==> config.mk <==
export PLATFORM = sky130hd
export DESIGN_NAME = instruction_fetch_scheduler
export DESIGN_NICKNAME = d
export VERILOG_FILES = /design/src/rtl/instruction_fetch_scheduler.sv
export SDC_FILE = /design/constraint.sdc
export NUM_CORES = 1
export LEC_CHECK = 0
export ABC_AREA = 1
export CORE_MARGIN = 10
export CORE_UTILIZATION = 48
export CTS_BUF_LIST = sky130_fd_sc_hd__clkbuf_8
export CTS_CLUSTER_SIZE = 20
export DETAILED_ROUTE_END_ITERATION = 12
export GPL_TIMING_DRIVEN = 0
export PLACE_DENSITY_LB_ADDON = 0.15
export RECOVER_POWER = 100
export SYNTH_ARGS = -nofsm -noshare
export SYNTH_HDL_FRONTEND = slang
export SYNTH_SLANG_ARGS = --single-unit
==> constraint.sdc <==
create_clock -name iCLOCK -period 4.5 [get_ports iCLOCK]
set_input_delay 1.35 -clock iCLOCK [delete_from_list [all_inputs] [get_ports iCLOCK]]
set_output_delay 1.35 -clock iCLOCK [all_outputs]
set_load 0.05 [all_outputs]
### Clock wires, drivers and flops, run 1

Scale bar: 50 µm.
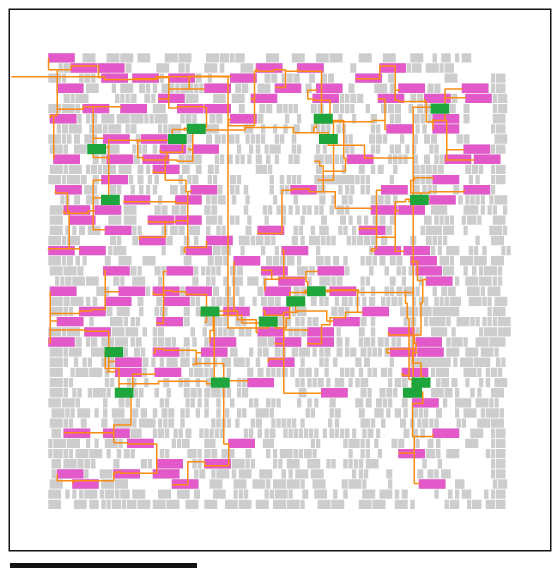
- clock drivers: green (count 17)
- flip-flops: magenta (count 131)
- clock wires: orange (length 1860 µm)
- routed clock nets: 18
- flops lie: spread over the die
clock network latency to the later pin of the worst-skew pair: 0.46 ns
power dissipated in the clock network: 0.998 mW

### M4 wires, run 1

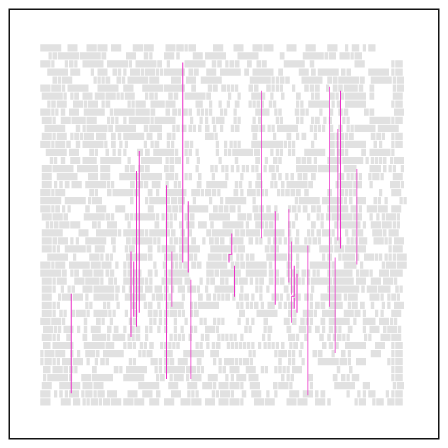
- share of all routed wire: 2.9%
- main direction: vertical
- nets with wire on the layer: 20
- longest straight run: 74.1 µm
Vias: 8747
sum of routed wire length over all layers: 29100 µm

### Track usage over the die, run 1

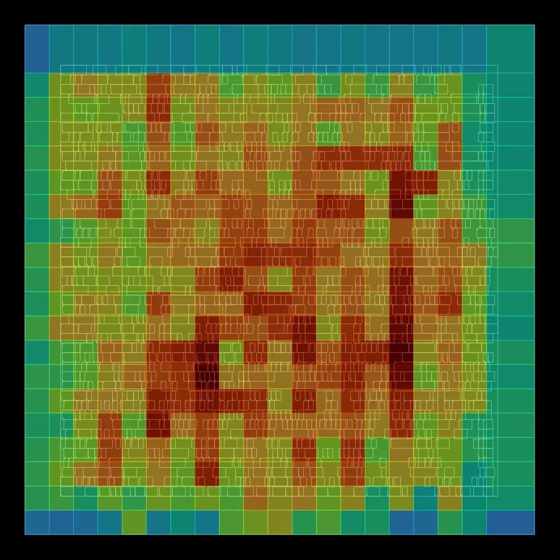
GR Util met1: 35.3%
met2 track demand over resource in global routing: 42.0%
gr busiest metal: met2

==> flow_results.xml <==
<?xml version="1.0" encoding="UTF-8"?>
<metrics>
  <group name="finish">
    <metric name="area_dominant_class" unit="">logic gates</metric>
    <metric name="comb.multi_input.count" unit="">940</metric>
    <metric name="seq_area_share" unit="%">25.8</metric>
    <metric name="combGateArea" unit="µm²">4200</metric>
    <metric name="finalNetCount" unit="">1568</metric>
    <metric name="largest_register_ffs" unit="">32</metric>
    <metric name="clkbuf_count" unit="">19</metric>
    <metric name="num-nonclk-inverters" unit="">73</metric>
    <metric name="number_of_filler_cells_placed_in_the_layout" unit="">1497</metric>
    <metric name="clock_cell_area_share" unit="%">3.73</metric>
    <metric name="syn2layout_area_growth" unit="%">36.3</metric>
    <metric name="nNonClkBuffers" unit="">287</metric>
    <metric name="comb_share" unit="%">41.2</metric>
    <metric name="layout.area.seq" unit="µm²">2620</metric>
    <metric name="buf_share" unit="%">24.3</metric>
  </group>
  <group name="synthesis">
    <metric name="biggest_area_contributors_in_the_synthesized_netlist" unit="">dfxtp_1 35%, nand2_1 17%, nor2_1 11%</metric>
    <metric name="ys_async_sr_fraction" unit="%">0</metric>
    <metric name="synth_top_cell_by_area" unit="">dfxtp_1</metric>
    <metric name="ys.flop_type" unit="">dfxtp_1</metric>
    <metric name="syn-cell-area" unit="µm²">7470</metric>
    <metric name="ys_seq_elements" unit="">131</metric>
    <metric name="post_synth.cell_area_avg" unit="µm²">6.24</metric>
    <metric name="synth_top_area_share" unit="%">35.1</metric>
    <metric name="number_of_warning_messages_in_the_yosys_log" unit="">0</metric>
    <metric name="synth_cell_type_count" unit="">35</metric>
    <metric name="synthSimpleGateAreaFrac" unit="%">34.8</metric>
    <metric name="yosys_area" unit="µm²">7470</metric>
    <metric name="logic_family" unit="">simple AND/OR/NAND/NOR gates</metric>
    <metric name="synthesized_instance_count" unit="">1196</metric>
    <metric name="mux_share" unit="%">0</metric>
    <metric name="number_of_enable_type_register_cells_in_the_synthesized_netlist" unit="">0</metric>
    <metric name="ys_cells" unit="">1196</metric>
  </group>
  <group name="global_route">
    <metric name="number_of_global_route_vias_before_repair" unit="">8293</metric>
    <metric name="grt_pass1_wl" unit="µm">45000</metric>
    <metric name="maximum_number_of_pins_on_one_net_before_global_route_repair" unit="">17</metric>
    <metric name="global_route.usage.total" unit="%">27.7</metric>
  </group>
  <group name="clock_network">
    <metric name="ctsHoldBuffers" unit="">0</metric>
    <metric name="cts_resized" unit="">1</metric>
    <metric name="cts.htree.levels" unit="">4</metric>
    <metric name="post-cts-setup-buffer-count" unit="">0</metric>
    <metric name="clk_pin_slew_worst_paths" unit="ns">0.07</metric>
    <metric name="cts_num_sinks" unit="">131</metric>
    <metric name="cts_buffer_depth" unit="">2</metric>
  </group>
  <group name="timing">
    <metric name="timing.fmax" unit="MHz">236</metric>
    <metric name="timing.final.max_slew_violations" unit="">0</metric>
    <metric name="fin_skew" unit="ns">0.0109</metric>
    <metric name="timing_worst_slew_pin_value" unit="ns">0.822</metric>
    <metric name="timing.max_slew.rel_slack" unit="%">45.2</metric>
    <metric name="rsz0062_at_grt" unit="">false</metric>
    <metric name="post-route-min-period" unit="ns">4.25</metric>
    <metric name="finalSetupViolCount" unit="">0</metric>
    <metric name="finalHoldWorstSlack" unit="ns">0.476</metric>
  </group>
  <group name="worst_hold_path">
    <metric name="hp-class" unit="">flip-flop to flip-flop</metric>
    <metric name="whs_path_depth" unit="">2</metric>
  </group>
  <group name="routing">
    <metric name="drtAntennaViolNets" unit="">0</metric>
    <metric name="drc" unit="">0</metric>
    <metric name="drt_pass1_iterations" unit="">6</metric>
    <metric name="routedWlPerCell" unit="µm">17.6</metric>
    <metric name="routed_via_density" unit="">5.30</metric>
  </group>
  <group name="die">
    <metric name="dieArea" unit="µm²">20900</metric>
    <metric name="die-width" unit="µm">145</metric>
    <metric name="fp-row-count" unit="">45</metric>
    <metric name="floorplan.tapcells" unit="">188</metric>
    <metric name="placeableCoreArea" unit="µm²">15200</metric>
    <metric name="fp.dieH" unit="µm">145</metric>
  </group>
  <group name="place">
    <metric name="io_buffer_count" unit="">200</metric>
    <metric name="place_area" unit="µm²">9840</metric>
    <metric name="hpwlAfterDp" unit="µm">22800</metric>
    <metric name="finalWeightedCongestion" unit="">1.02</metric>
  </group>
  <group name="worst_setup_path">
    <metric name="worstRegToRegCells" unit="">18</metric>
    <metric name="critical-path-slowest-cell" unit="">clkdlybuf4s50_1</metric>
    <metric name="critPathRequiredTime" unit="ns">3.15</metric>
    <metric name="reg_to_reg_setup_timing_slack" unit="ns">1.45</metric>
    <metric name="crit_path_max_incr_delay" unit="ns">0.51</metric>
    <metric name="worst-path-buf-inv" unit="">3</metric>
  </group>
  <group name="flow_run">
    <metric name="warnings" unit="">30</metric>
    <metric name="max-cap-violations" unit="">0</metric>
  </group>
  <group name="power_and_ir_drop">
    <metric name="power_per_cell_area" unit="nW/µm²">517</metric>
  </group>
  <group name="status">
    <metric name="run_status" unit="">finished clean</metric>
  </group>
</metrics>
## run 1: power breakdown
group | internal [mW] | total, mW | switching (mW)
registers | 1.46 | 1.80 | 0.341
clock network | 0.509 | 0.998 | 0.489
logic | 0.739 | 2.46 | 1.72
total | 2.71 | 5.26 | 2.55
## run 1: routing by layer
layer	global-route usage (%)	routed length [µm]
met5	0	0
met4	10.4	853
met2	42.0	12700
met1	35.3	11900
met3	10.0	3640
## run 1: through the flow
| stage | TNS, ns | instances | power [mW] | utilization, % | worst slack [ns] |
|---|---|---|---|---|---|
| 3_5_place_dp | -0.243 | 1619 | 4.33 | 64.7 | -0.243 |
| 5_1_grt | 0 | 1650 | 5.56 | 66.9 | 0.121 |
| 2_1_floorplan | 0 | 1231 | 3.41 | - | 0.398 |
| 4_1_cts | 0 | 1650 | 5.32 | 67.2 | 0.0263 |
| 6_report | 0 | 1650 | 5.26 | 66.9 | 0.255 |
| 3_3_place_gp | -0.229 | 1619 | 4.31 | 64.7 | -0.229 |
## run 1: cells in the final DEF, fill, tap and decap left out, drive strengths merged, types with 2 or more instances in the layout
| master | n |
|---|---|
| a21boi | 3 |
| a21oi | 83 |
| a31oi | 11 |
| and3 | 2 |
| buf | 46 |
| bufinv | 2 |
| clkbuf | 61 |
| clkdlybuf4s50 | 103 |
| clkinv | 4 |
| clkinvlp | 3 |
| conb | 36 |
| dfxtp | 131 |
| dlygate4sd3 | 96 |
| ha | 9 |
| inv | 76 |
| nand2 | 349 |
| nand3 | 54 |
| nand3b | 5 |
| nand4 | 8 |
| nor2 | 217 |
| nor3 | 11 |
| o21a | 2 |
| o21ai | 124 |
| o21bai | 2 |
| xnor2 | 7 |
| xor2 | 13 |
Power is estimated from default activity; no workload was simulated.
